### src/rtl/mips_pkg.sv
// Shared MIPS instruction definitions: descriptor kinds, opcodes and field widths.
// Used by the instruction loader and the core decoder.
package mips_pkg;

    localparam int unsigned WORD_W   = 32;
    localparam int unsigned OPC_W    = 6;
    localparam int unsigned REG_W    = 5;
    localparam int unsigned SHAMT_W  = 5;
    localparam int unsigned FUNCT_W  = 6;
    localparam int unsigned IMM_W    = 16;
    localparam int unsigned TARGET_W = 26;
    localparam int unsigned KIND_W   = 3;

    typedef enum logic [KIND_W-1:0] {
        RTYPE = 3'd0,
        LW    = 3'd1,
        SW    = 3'd2,
        BEQ   = 3'd3,
        ADDI  = 3'd4,
        JUMP  = 3'd5
    } kind_t;

    localparam logic [OPC_W-1:0] OP_RTYPE = 6'b000000;
    localparam logic [OPC_W-1:0] OP_LW    = 6'b100011;
    localparam logic [OPC_W-1:0] OP_SW    = 6'b101011;
    localparam logic [OPC_W-1:0] OP_BEQ   = 6'b000100;
    localparam logic [OPC_W-1:0] OP_ADDI  = 6'b001000;
    localparam logic [OPC_W-1:0] OP_JUMP  = 6'b000010;

    // Raw kind kept as bits so the illegal codes 6-7 can be carried and detected.
    typedef struct packed {
        logic [KIND_W-1:0]   kind;
        logic [REG_W-1:0]    rs;
        logic [REG_W-1:0]    rt;
        logic [REG_W-1:0]    rd;
        logic [SHAMT_W-1:0]  shamt;
        logic [FUNCT_W-1:0]  funct;
        logic [IMM_W-1:0]    imm;
        logic [TARGET_W-1:0] target;
    } instr_desc_t;

    typedef enum logic [1:0] {
        ST_IDLE = 2'd0,
        ST_LOAD = 2'd1,
        ST_DONE = 2'd2
    } load_state_t;

endpackage

### src/rtl/instr_pack.sv
// Combinational encoder: instruction descriptor -> 32-bit MIPS word plus illegal-kind flag.
module instr_pack
    import mips_pkg::*;
(
    input  instr_desc_t       i_desc,
    output logic [WORD_W-1:0] o_word,
    output logic              o_illegal
);

    always_comb begin
        o_word    = '0;
        o_illegal = 1'b0;
        case (i_desc.kind)
            RTYPE:   o_word = {OP_RTYPE, i_desc.rs, i_desc.rt, i_desc.rd, i_desc.shamt, i_desc.funct};
            LW:      o_word = {OP_LW,   i_desc.rs, i_desc.rt, i_desc.imm};
            SW:      o_word = {OP_SW,   i_desc.rs, i_desc.rt, i_desc.imm};
            BEQ:     o_word = {OP_BEQ,  i_desc.rs, i_desc.rt, i_desc.imm};
            ADDI:    o_word = {OP_ADDI, i_desc.rs, i_desc.rt, i_desc.imm};
            JUMP:    o_word = {OP_JUMP, i_desc.target};
            default: o_illegal = 1'b1;
        endcase
    end

endmodule

### src/rtl/instr_loader.sv
// Instruction-memory loader: accepts instruction descriptors, encodes them and writes
// consecutive words from BASE_ADDR, tracking word count and session error flags.
module instr_loader
    import mips_pkg::*;
#(
    parameter int unsigned DEPTH     = 64,
    parameter logic [31:0] BASE_ADDR = 32'h0000_0000
) (
    input  logic                  clk,
    input  logic                  rst,
    input  logic                  start,
    input  logic                  in_valid,
    output logic                  in_ready,
    input  logic [KIND_W-1:0]     in_kind,
    input  logic [REG_W-1:0]      in_rs,
    input  logic [REG_W-1:0]      in_rt,
    input  logic [REG_W-1:0]      in_rd,
    input  logic [SHAMT_W-1:0]    in_shamt,
    input  logic [FUNCT_W-1:0]    in_funct,
    input  logic [IMM_W-1:0]      in_imm,
    input  logic [TARGET_W-1:0]   in_target,
    input  logic                  in_last,
    output logic                  imem_we,
    output logic [WORD_W-1:0]     imem_addr,
    output logic [WORD_W-1:0]     imem_wdata,
    output logic                  busy,
    output logic                  done,
    output logic                  err_illegal,
    output logic                  err_overflow,
    output logic [$clog2(DEPTH):0] word_count
);

    localparam int unsigned CW    = $clog2(DEPTH) + 1;
    localparam int unsigned CMP_W = CW + 1;

    load_state_t        r_state;
    logic [WORD_W-1:0]  r_ptr;
    logic [WORD_W-1:0]  r_addr;
    logic [WORD_W-1:0]  r_wdata;
    logic [CW-1:0]      r_count;
    logic               r_we;
    logic               r_stop;
    logic               r_err_illegal;
    logic               r_err_overflow;

    instr_desc_t        w_desc;
    logic [WORD_W-1:0]  w_word;
    logic               w_illegal;
    logic [CMP_W-1:0]   w_fill;
    logic               w_ready;
    logic               w_accept;

    assign w_desc = '{kind:   in_kind,
                      rs:     in_rs,
                      rt:     in_rt,
                      rd:     in_rd,
                      shamt:  in_shamt,
                      funct:  in_funct,
                      imm:    in_imm,
                      target: in_target};

    instr_pack u_pack (
        .i_desc    (w_desc),
        .o_word    (w_word),
        .o_illegal (w_illegal)
    );

    // Fill level includes a write still in flight so memory can never be over-run.
    assign w_fill   = CMP_W'(r_count) + CMP_W'(r_we);
    assign w_ready  = (r_state == ST_LOAD) && !r_stop && (w_fill < CMP_W'(DEPTH));
    assign w_accept = in_valid && w_ready;

    always_ff @(posedge clk) begin
        if (rst) begin
            r_state        <= ST_IDLE;
            r_ptr          <= BASE_ADDR;
            r_count        <= '0;
            r_we           <= 1'b0;
            r_stop         <= 1'b0;
            r_addr         <= BASE_ADDR;
            r_wdata        <= '0;
            r_err_illegal  <= 1'b0;
            r_err_overflow <= 1'b0;
        end else begin
            r_we <= 1'b0;
            case (r_state)
                ST_IDLE, ST_DONE: begin
                    if (start) begin
                        r_state        <= ST_LOAD;
                        r_ptr          <= BASE_ADDR;
                        r_count        <= '0;
                        r_stop         <= 1'b0;
                        r_err_illegal  <= 1'b0;
                        r_err_overflow <= 1'b0;
                    end
                end
                ST_LOAD: begin
                    if (w_accept) begin
                        if (w_illegal) begin
                            r_err_illegal <= 1'b1;
                        end else begin
                            r_we    <= 1'b1;
                            r_addr  <= r_ptr;
                            r_wdata <= w_word;
                            r_ptr   <= r_ptr + 32'd4;
                        end
                        if (in_last) begin
                            r_stop <= 1'b1;
                        end
                    end
                    if (r_we) begin
                        r_count <= r_count + CW'(1);
                    end
                    // Leave once the final descriptor's write (if any) is retiring, or memory fills.
                    if (r_stop) begin
                        r_state <= ST_DONE;
                    end else if (r_we && (r_count == CW'(DEPTH - 1))) begin
                        r_err_overflow <= 1'b1;
                        r_state        <= ST_DONE;
                    end
                end
                default: r_state <= ST_IDLE;
            endcase
        end
    end

    assign in_ready     = w_ready;
    assign imem_we      = r_we;
    assign imem_addr    = r_addr;
    assign imem_wdata   = r_wdata;
    assign busy         = (r_state == ST_LOAD);
    assign done         = (r_state == ST_DONE);
    assign err_illegal  = r_err_illegal;
    assign err_overflow = r_err_overflow;
    assign word_count   = r_count;

endmodule

### config.mk
export PLATFORM = sky130hd
export DESIGN_NAME = instr_loader
export DESIGN_NICKNAME = d
export VERILOG_FILES = /design/src/rtl/mips_pkg.sv /design/src/rtl/instr_pack.sv /design/src/rtl/instr_loader.sv
export SDC_FILE = /design/constraint.sdc
export NUM_CORES = 1
export LEC_CHECK = 0
export CAP_MARGIN = 40
export CORE_MARGIN = 2
export CORE_UTILIZATION = 51
export DETAILED_ROUTE_END_ITERATION = 6
export PLACE_DENSITY = 0.86
export SLEW_MARGIN = 20
export SYNTH_ARGS = -nofsm -noshare
export SYNTH_HDL_FRONTEND = slang
export SYNTH_SLANG_ARGS = --single-unit
### constraint.sdc
create_clock -name clk -period 3.54 [get_ports clk]
set_input_delay 0.354 -clock clk [delete_from_list [all_inputs] [get_ports clk]]
set_output_delay 0.354 -clock clk [all_outputs]
set_load 0.03 [all_outputs]
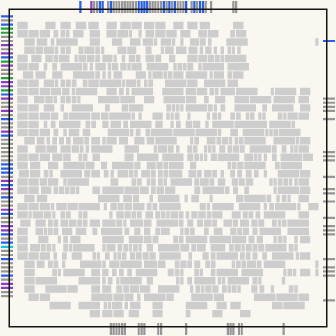
(run_1/io_placement.png)
Pins as bars across the die edge, other pins in grey.
in_rd -> green  # pins 5, direction input, edge west
imem_wdata -> blue  # pins 32, direction output, edge 16 west, 15 north, 1 east
in_imm -> purple  # pins 16, direction input, edge 15 west, 1 north
in_last -> cyan  # pins 1, direction input, edge west
all pins by edge = 69 west, 44 north, 22 east, 18 south
port buffer count: 149
die width: 104 um
Die Span Y: 104 um

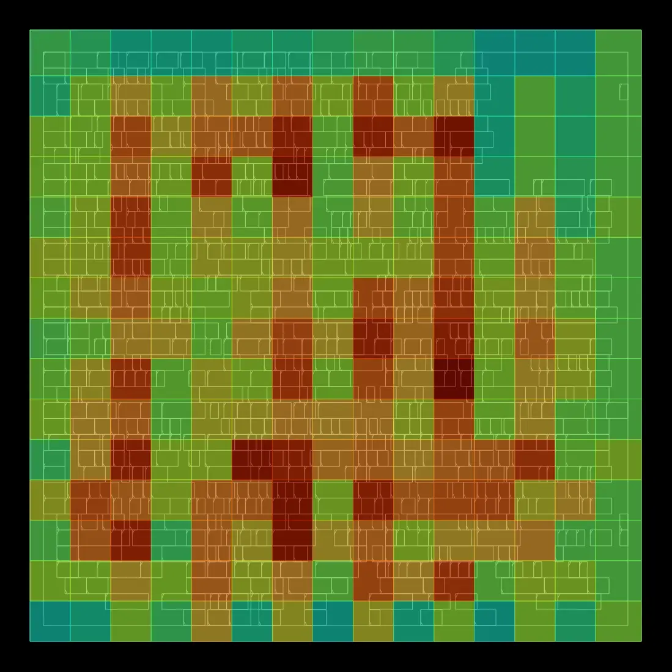
(run_1/congestion.png)
GRT Max-Usage Layer: met2
M3 GR Usage: 5.70%

==> impl_metrics.py, run 1 <==
# Physical implementation metrics
metrics = {
    "synth": {
        "synth-edff-count": 0,
        "top_cell_area_share_pct": 40.1,
        "flop_cell": "dfxtp_1",
        "ys_async_sr_fraction_pct": 0,
        "area_leaders": "dfxtp_1 40%, a21oi_1 7.4%, mux2i_1 6.2%, nand2_1 5.6%, o21ai_0 4.9%",
        "yosys.area_share.simple_pct": 22.7,
        "ys.warnings.count": 0,
        "synth_seq_share_pct": 40.1,
        "yosys_area_um2": 5140,
        "synthAoiAreaFrac_pct": 22.1,
        "ys_cells": 670,
        "synthTopCellsByCount": "103 x dfxtp_1, 77 x nand2_1, 76 x a21oi_1",
        "yosys_register_bits": 103,
        "mux_share_pct": 6.23,
        "fa_ha_area_share_pct": 0.486,
        "xor_area_share_pct": 1.19,
        "largest_area_cell": "dfxtp_1",
        "netlist_area_um2": 5140,
        "synth_top_cell_by_count": "dfxtp_1",
        "yosysUniqueCellTypes": 49,
        "syn_area_per_cell_um2": 7.68,
    },
    "routing": {
        "drt-met1-wl_um": 5740,
        "via_per_inst": 5.83,
        "drc": 0,
        "wl_met2_um": 6970,
        "drt_iter0_drc": 300,
        "routed_wl_um": 14300,
        "ant_nets": 0,
        "first_pass_iters": 5,
        "route.met3.wl_um": 1210,
        "vias": 5404,
        "post_drt_wl_per_cell_um": 15.5,
    },
    "global_route": {
        "overflow": 0,
        "grt_pass1_vias": 5081,
        "grt_max_degree": 63,
        "use_met1_pct": 30.4,
        "antenna_found_initial": 0,
        "grtUsageMet2_pct": 44.0,
        "grt_pass1_wl_um": 23500,
    },
    "setup_path": {
        "path_max_fanout": 9,
        "crit_cells": 3,
        "critPathBufInv": 1,
        "cp_top_family": "buffers and inverters",
        "worstPathRequired_ns": 3.19,
        "crit_path_end": "in_ready",
        "cp_cell_sequence": "nand2b_1 -> nor4_1 -> clkdlybuf4s50_1",
        "worst-r2r-setup-slack_ns": 1.09,
        "worstReg2RegEnd": "r_ptr[15]$_SDFFE_PP0P_",
        "crit_path_max_incr_delay_ns": 0.74,
        "end_kind": "primary output",
        "reg2reg_from": "r_state[1]$_SDFFE_PP0P_",
        "cp-startpoint": "r_state[1]$_SDFFE_PP0P_",
        "critical_path_class": "flip-flop to primary output",
        "worstPathArrival_ns": 2.12,
    },
    "final_timing": {
        "setup_viol": 0,
        "tns_ns": 0,
        "worst_slack_ns": 1.07,
        "fmax_mhz": 405,
        "finalCritPeriodShare_pct": 69.8,
        "rsz0062_at_grt": "false",
        "final.min_clock_period_ns": 2.47,
        "fin_worst_skew_ns": 0.0115,
        "slew_violations": 0,
        "finalHoldViolations": 0,
        "relSlewSlack_pct": 41.1,
        "worstMarginPinSlew_ns": 0.883,
    },
    "floorplanning": {
        "ios": 153,
        "row_count": 36,
        "nWellTaps": 133,
        "core-area_um2": 9770,
        "initial_utilization_pct": 52.6,
    },
    "power": {
        "leakagePower_nw": 2.47,
        "power_density_nw_per_um2": 347,
        "power_leader": "registers",
        "p_sw_share_pct": 27.5,
        "clockPowerShare_pct": 31.7,
        "combPwrFrac_pct": 18.0,
        "intPower_w": 0.00172,
        "ir_worst_vdd_mv": 0.231,
        "p_seq_share_pct": 50.3,
        "p_clk_w": 0.000754,
        "power.switching_w": 0.000654,
        "powerSeq_w": 0.00119,
    },
    "cells_and_area": {
        "final_util_pct": 70.0,
        "final_common_cell": "clkdlybuf4s50_1",
        "flop_area_um2": 2060,
        "final_cells": 927,
        "seq_area_share_pct": 30.1,
        "top_area_cell_class": "combinational gates",
        "clock_area_share_pct": 2.98,
        "layout-drive-gt1-share_pct": 4.53,
        "nFillCells": 808,
        "flops": 103,
        "inverters": 31,
        "diodes": 0,
        "comb_cells": 484,
        "sh_comb_area_pct": 39.9,
        "clkbuf_count": 10,
        "combGateArea_um2": 2730,
        "bufAreaShareNonClock_pct": 22.8,
        "fin_nets": 867,
    },
    "clocking": {
        "cts_made_buffers": 9,
        "cts-root-buf": "clkbuf_8",
        "cts_num_sinks": 103,
        "cts-hold-fix-buffers": 0,
        "clockBufferDepth": 2,
        "cts_resized": 0,
        "cts_tree": "yes",
        "clk_latency_ns": 0.37,
        "clk_pin_slew_ns": 0.10,
    },
    "worst_hold_path": {
        "whs_path_depth": 3,
        "hp-start": "in_kind[2]",
        "hold_path_end": "imem_wdata[26]$_SDFFE_PP0P_",
        "hold_class": "primary input to flip-flop",
    },
    "run": {
        "tool_warnings": 26,
    },
    "place": {
        "dp_cells": 911,
        "placed_cell_area_um2": 6640,
        "dpl.hpwl_um": 10400,
        "gp_congestion": 0.895,
        "pre_cts_ws_ns": 0.910,
    },
    "status": {
        "status": "finished clean",
    },
}
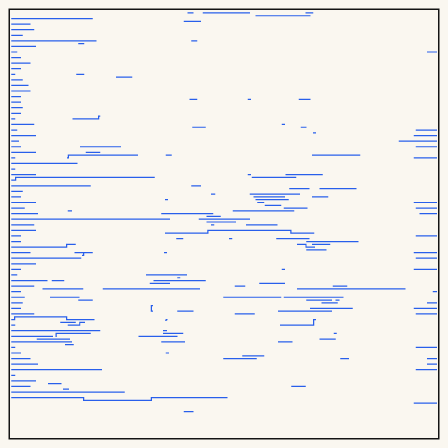
(run_1/layer_met3.png)
main direction = horizontal
nets with wire on the layer = 155
share of all routed wire = 8.4%
wire length on this layer = 1210 um

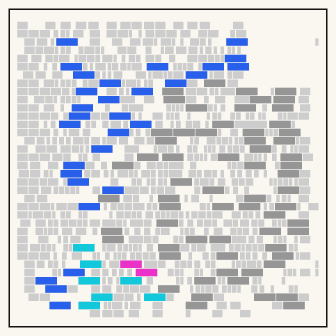
(run_1/flops_by_reg.png)
word_count -> cyan  # sequential cells 7, where south-west
imem_wdata -> blue  # sequential cells 30
r_state -> magenta  # sequential cells 2
not coloured = 64

==> run_1/wires.png <==
Two of the layers only.
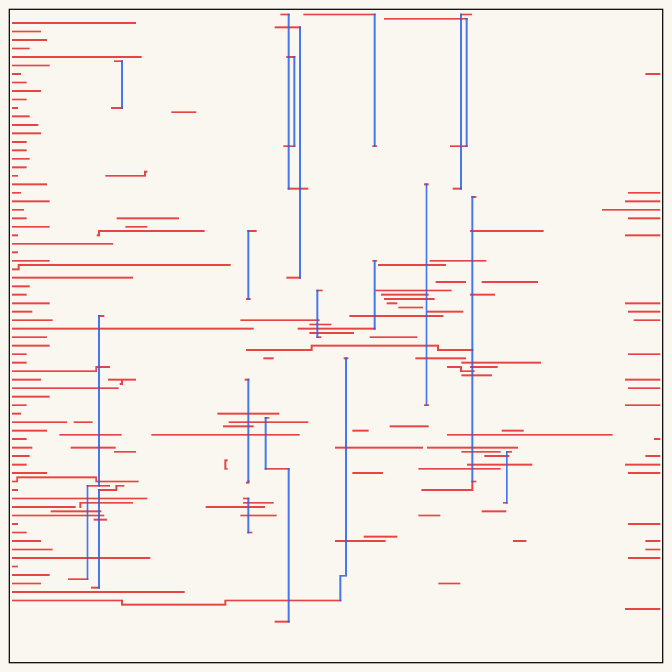

==> run 2: changes to the inputs <==
- CORE_UTILIZATION: 51 -> 48
- PLACE_DENSITY: 0.86 -> 0.81
- clock period: 3.54 -> 2.56 ns (I/O delays scaled with it)
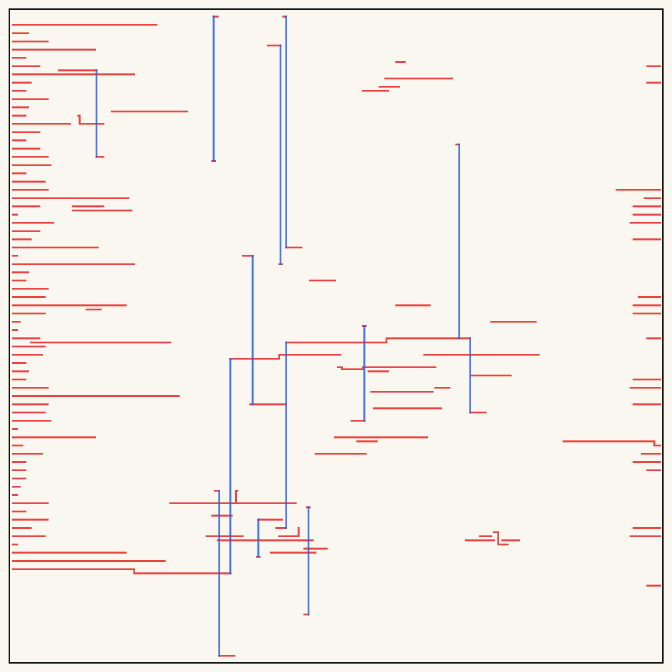
(run_2/wires.png)
Two of the layers only.
metal 3 -> red  # wire length 899 um
metal 4 -> blue  # wire length 314 um

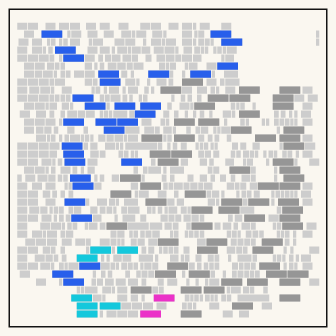
(run_2/flops_by_reg.png)
r_state -> magenta  # sequential cells 2
word_count -> cyan  # sequential cells 7, where south-west
imem_wdata -> blue  # sequential cells 30
not coloured = 64

==> run 2 against run 1 <==
- routed wire length down 0.64%
- design area up 1.2%
- clock power up 49%
- power up 42%
- synthesized area unchanged
- non-clock buffer count up 6
- worst setup slack worse by 0.84 ns
- global-route usage down 0.82 points
- critical endpoint unchanged
==> impl_metrics.py, run 2 <==
# Physical implementation metrics
metrics = {
    "cells_and_area": {
        "seq_area_share_pct": 29.8,
        "final_common_cell": "clkdlybuf4s50_1",
        "inverters": 31,
        "final_util_pct": 66.8,
        "comb_cells": 484,
        "flop_area_um2": 2060,
        "clkbuf_count": 10,
        "clock_area_share_pct": 3.20,
        "top_area_cell_class": "combinational gates",
        "sh_comb_area_pct": 39.4,
        "flops": 103,
        "layout-drive-gt1-share_pct": 5.13,
        "bufAreaShareNonClock_pct": 23.4,
        "final_cells": 936,
        "fin_nets": 873,
        "nFillCells": 858,
        "diodes": 0,
    },
    "setup_path": {
        "cp_cell_sequence": "nand2b_1 -> nor4_1 -> clkdlybuf4s50_1",
        "worstPathArrival_ns": 2.07,
        "worstPathRequired_ns": 2.30,
        "reg2reg_from": "imem_we$_SDFF_PP0_",
        "crit_path_max_incr_delay_ns": 0.74,
        "cp-startpoint": "r_state[0]$_SDFFE_PP0P_",
        "end_kind": "primary output",
        "critical_path_class": "flip-flop to primary output",
        "crit_path_end": "in_ready",
        "worst-r2r-setup-slack_ns": 0.40,
        "critPathBufInv": 1,
    },
    "synth": {
        "synthAoiAreaFrac_pct": 22.1,
        "fa_ha_area_share_pct": 0.486,
        "yosys_register_bits": 103,
        "ys.warnings.count": 0,
        "synth_seq_share_pct": 40.1,
        "mux_share_pct": 6.23,
        "ys_cells": 670,
        "synth-edff-count": 0,
        "ys_async_sr_fraction_pct": 0,
        "area_leaders": "dfxtp_1 40%, a21oi_1 7.4%, mux2i_1 6.2%, nand2_1 5.6%, o21ai_0 4.9%",
        "yosysUniqueCellTypes": 49,
        "synth_top_cell_by_count": "dfxtp_1",
        "yosys.area_share.simple_pct": 22.7,
        "netlist_area_um2": 5140,
        "flop_cell": "dfxtp_1",
        "yosys_area_um2": 5140,
        "xor_area_share_pct": 1.19,
        "top_cell_area_share_pct": 40.1,
    },
    "power": {
        "leakagePower_nw": 2.50,
        "clockPowerShare_pct": 33.3,
        "p_sw_share_pct": 27.1,
        "combPwrFrac_pct": 17.7,
        "power.switching_w": 0.000914,
        "ir_worst_vdd_mv": 0.238,
        "power_density_nw_per_um2": 487,
        "intPower_w": 0.00246,
        "p_clk_w": 0.00112,
        "power_leader": "registers",
    },
    "routing": {
        "ant_nets": 0,
        "drt_iter0_drc": 274,
        "via_per_inst": 5.66,
        "routed_wl_um": 14300,
        "wl_met2_um": 7020,
        "maxUsedRoutingLayer": "met4",
        "drt-met1-wl_um": 6020,
        "route.met3.wl_um": 899,
        "post_drt_wl_per_cell_um": 15.2,
        "drc": 0,
        "vias": 5299,
    },
    "final_timing": {
        "worstMarginPinSlew_ns": 0.822,
        "relSlewSlack_pct": 45.2,
        "rsz0062_at_grt": "false",
        "final.min_clock_period_ns": 2.33,
        "slew_violations": 0,
        "fin_worst_skew_ns": 0.0108,
        "tns_ns": 0,
        "finalCritPeriodShare_pct": 91.1,
        "finalHoldViolations": 0,
        "worst_slack_ns": 0.229,
        "setup_viol": 0,
        "fmax_mhz": 429,
    },
    "global_route": {
        "top_usage_layer": "met2",
        "grt_use_met3_pct": 4.66,
        "overflow": 0,
        "grt_max_degree": 66,
        "grt_pass1_wl_um": 23500,
        "grt_pass1_vias": 5023,
        "use_met1_pct": 30.8,
        "grtUsageMet2_pct": 42.4,
    },
    "floorplanning": {
        "initial_utilization_pct": 49.6,
        "nWellTaps": 136,
        "fp.dieH_um": 108,
        "die_x_um": 108,
        "ios": 153,
        "core-area_um2": 10400,
    },
    "place": {
        "dp_cells": 920,
        "dpl.hpwl_um": 10300,
        "gp_congestion": 0.899,
        "pre_cts_ws_ns": 0.244,
        "portBuffers": 149,
        "placed_cell_area_um2": 6700,
    },
    "clocking": {
        "clk_latency_ns": 0.37,
        "cts_made_buffers": 9,
        "clk_pin_slew_ns": 0.10,
        "cts-root-buf": "clkbuf_8",
        "cts_resized": 0,
        "cts-hold-fix-buffers": 0,
        "cts_num_sinks": 103,
        "cts_tree": "yes",
    },
    "run": {
        "tool_warnings": 26,
    },
    "worst_hold_path": {
        "hold_class": "primary input to flip-flop",
        "whs_path_depth": 4,
        "hp-start": "in_kind[2]",
    },
    "status": {
        "status": "finished clean",
    },
}
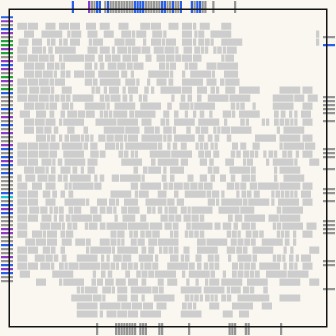
(run_2/io_placement.png)
Pins as bars across the die edge, other pins in grey.
in_rd -> green  # pins 5, direction input, edge west
in_imm -> purple  # pins 16, direction input, edge 15 west, 1 north
imem_wdata -> blue  # pins 32, direction output, edge 16 west, 15 north, 1 east
in_last -> cyan  # pins 1, direction input, edge west

==> run 3: changes to the inputs <==
- CTS_CLUSTER_SIZE: unset -> 10
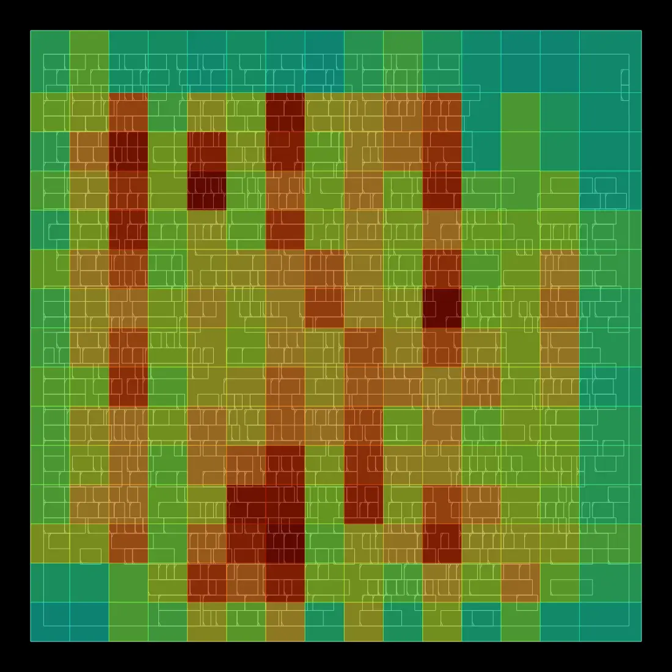
(run_3/congestion.png)
GR met2 Demand/Resource: 42.4%
final core occ: 66.8%
GRT Resource Usage Total: 24.8%

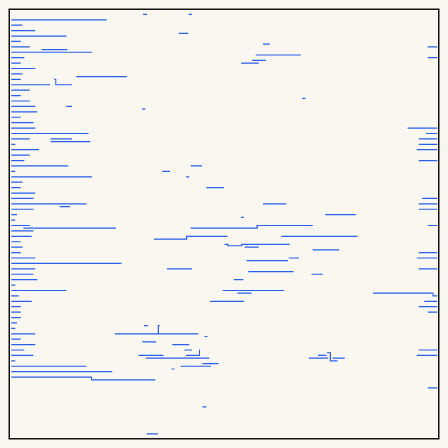
(run_3/layer_met3.png)
share of all routed wire = 6.3%
longest straight run = 27.4 um
nets with wire on the layer = 125
wire length on this layer = 899 um
main direction = horizontal

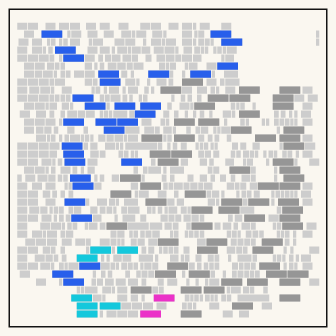
(run_3/flops_by_reg.png)
imem_wdata -> blue  # sequential cells 30
word_count -> cyan  # sequential cells 7, where south-west
r_state -> magenta  # sequential cells 2
sequential power: 0.00165 W
register area: 2060 um^2
flop share of the area: 29.8%

==> run 3 against run 2 <==
- power unchanged
- global-route usage unchanged
- clock power about the same
- final cell count unchanged
- register-to-register slack about the same
- die size unchanged
- largest power group unchanged
==> impl_metrics.py, run 3 <==
# Physical implementation metrics
metrics = {
    "final_timing": {
        "fmax_mhz": 429,
        "final.min_clock_period_ns": 2.33,
        "relSlewSlack_pct": 45.2,
        "slew_violations": 0,
        "tns_ns": 0,
        "rsz0062_at_grt": "false",
        "setup_viol": 0,
        "holdWs_ns": 0.344,
        "fin_worst_skew_ns": 0.0108,
        "finalCritPeriodShare_pct": 91.1,
        "worstMarginPinSlew_ns": 0.822,
        "worst_slack_ns": 0.229,
        "finalHoldViolations": 0,
    },
    "synth": {
        "ys.warnings.count": 0,
        "mux_share_pct": 6.23,
        "synth-edff-count": 0,
        "synth_top_cell_by_count": "dfxtp_1",
        "synth_cells": 670,
        "netlist_area_um2": 5140,
        "ys_async_sr_fraction_pct": 0,
        "syn_area_per_cell_um2": 7.68,
        "area_leaders": "dfxtp_1 40%, a21oi_1 7.4%, mux2i_1 6.2%, nand2_1 5.6%, o21ai_0 4.9%",
        "yosys_area_um2": 5140,
        "largest_area_cell": "dfxtp_1",
        "synth_seq_share_pct": 40.1,
        "flop_cell": "dfxtp_1",
        "fa_ha_area_share_pct": 0.486,
        "yosys_register_bits": 103,
        "yosysUniqueCellTypes": 49,
        "ys_cells": 670,
        "top_cell_area_share_pct": 40.1,
        "yosys.area_share.simple_pct": 22.7,
        "synthTopCellsByCount": "103 x dfxtp_1, 77 x nand2_1, 76 x a21oi_1",
        "xor_area_share_pct": 1.19,
        "synthAoiAreaFrac_pct": 22.1,
    },
    "routing": {
        "wl_met2_um": 7020,
        "routed_wl_um": 14300,
        "first_pass_iters": 7,
        "via_per_inst": 5.66,
        "drc": 0,
        "maxUsedRoutingLayer": "met4",
        "ant_nets": 0,
        "vias": 5299,
        "drt_iter0_drc": 274,
        "post_drt_wl_per_cell_um": 15.2,
        "route.met3.wl_um": 899,
        "drt-met1-wl_um": 6020,
    },
    "clocking": {
        "htree_levels": 3,
        "cts-hold-fix-buffers": 0,
        "cts_resized": 0,
        "cts-root-buf": "clkbuf_8",
        "cts_num_sinks": 103,
        "clk_latency_ns": 0.37,
        "cts_made_buffers": 9,
        "clockBufferDepth": 2,
        "clk_pin_slew_ns": 0.10,
        "cts_tree": "yes",
    },
    "status": {
        "status": "finished clean",
    },
    "setup_path": {
        "worstPathRequired_ns": 2.30,
        "critical_path_class": "flip-flop to primary output",
        "worstPathArrival_ns": 2.07,
        "end_kind": "primary output",
        "reg2reg_from": "imem_we$_SDFF_PP0_",
        "cpMaxStageDelayCell": "clkdlybuf4s50_1",
        "crit_cells": 3,
        "crit_path_max_incr_delay_ns": 0.74,
        "worstReg2RegEnd": "r_ptr[29]$_SDFFE_PP0P_",
        "path_max_fanout": 6,
        "reg2reg_depth": 5,
        "crit_path_end": "in_ready",
        "critPathBufInv": 1,
        "worst-r2r-setup-slack_ns": 0.40,
        "cp_top_family": "buffers and inverters",
        "cp-startpoint": "r_state[0]$_SDFFE_PP0P_",
        "cp_cell_sequence": "nand2b_1 -> nor4_1 -> clkdlybuf4s50_1",
    },
    "place": {
        "pre_cts_ws_ns": 0.244,
        "dpl.hpwl_um": 10300,
        "placed_cell_area_um2": 6700,
        "dp_cells": 920,
        "gp_congestion": 0.899,
        "portBuffers": 149,
    },
    "worst_hold_path": {
        "hp-start": "in_kind[2]",
        "hold_class": "primary input to flip-flop",
        "whs_path_depth": 4,
        "hold_path_end": "imem_wdata[29]$_SDFFE_PP0P_",
    },
    "global_route": {
        "overflow": 0,
        "top_usage_layer": "met2",
        "grt_use_met3_pct": 4.66,
        "grt_max_degree": 66,
        "grt_pass1_vias": 5023,
        "grt_pass1_wl_um": 23500,
        "antenna_found_initial": 0,
        "use_met1_pct": 30.8,
    },
    "cells_and_area": {
        "nFillCells": 858,
        "comb_cells": 484,
        "flops": 103,
        "synthToLayoutAreaGrowth_pct": 34.6,
        "fin_nets": 873,
        "combGateArea_um2": 2730,
        "top_area_cell_class": "combinational gates",
        "bufAreaShareNonClock_pct": 23.4,
        "final_cells": 936,
        "sh_comb_area_pct": 39.4,
        "final_common_cell": "clkdlybuf4s50_1",
        "diodes": 0,
        "final_cell_mix": "147 x clkdlybuf4s50_1, 103 x dfxtp_1, 77 x nand2_1",
        "inverters": 31,
        "design_area_um2": 6930,
        "clkbuf_count": 10,
        "layout-drive-gt1-share_pct": 5.13,
        "clock_area_share_pct": 3.20,
    },
    "power": {
        "leakagePower_nw": 2.50,
        "combPwrFrac_pct": 17.7,
        "power.switching_w": 0.000914,
        "p_clk_w": 0.00112,
        "p_sw_share_pct": 27.1,
        "p_comb_w": 0.000598,
        "p_seq_share_pct": 49.0,
        "total_power_w": 0.00338,
        "intPower_w": 0.00246,
        "power_density_nw_per_um2": 487,
        "power_leader": "registers",
        "ir_worst_vdd_mv": 0.238,
        "clockPowerShare_pct": 33.3,
    },
    "floorplanning": {
        "nWellTaps": 136,
        "fp.dieH_um": 108,
        "core-area_um2": 10400,
        "initial_utilization_pct": 49.6,
        "ios": 153,
        "die_x_um": 108,
        "row_count": 37,
    },
    "run": {
        "tool_warnings": 26,
    },
}
Power is estimated from default activity; no workload was simulated.
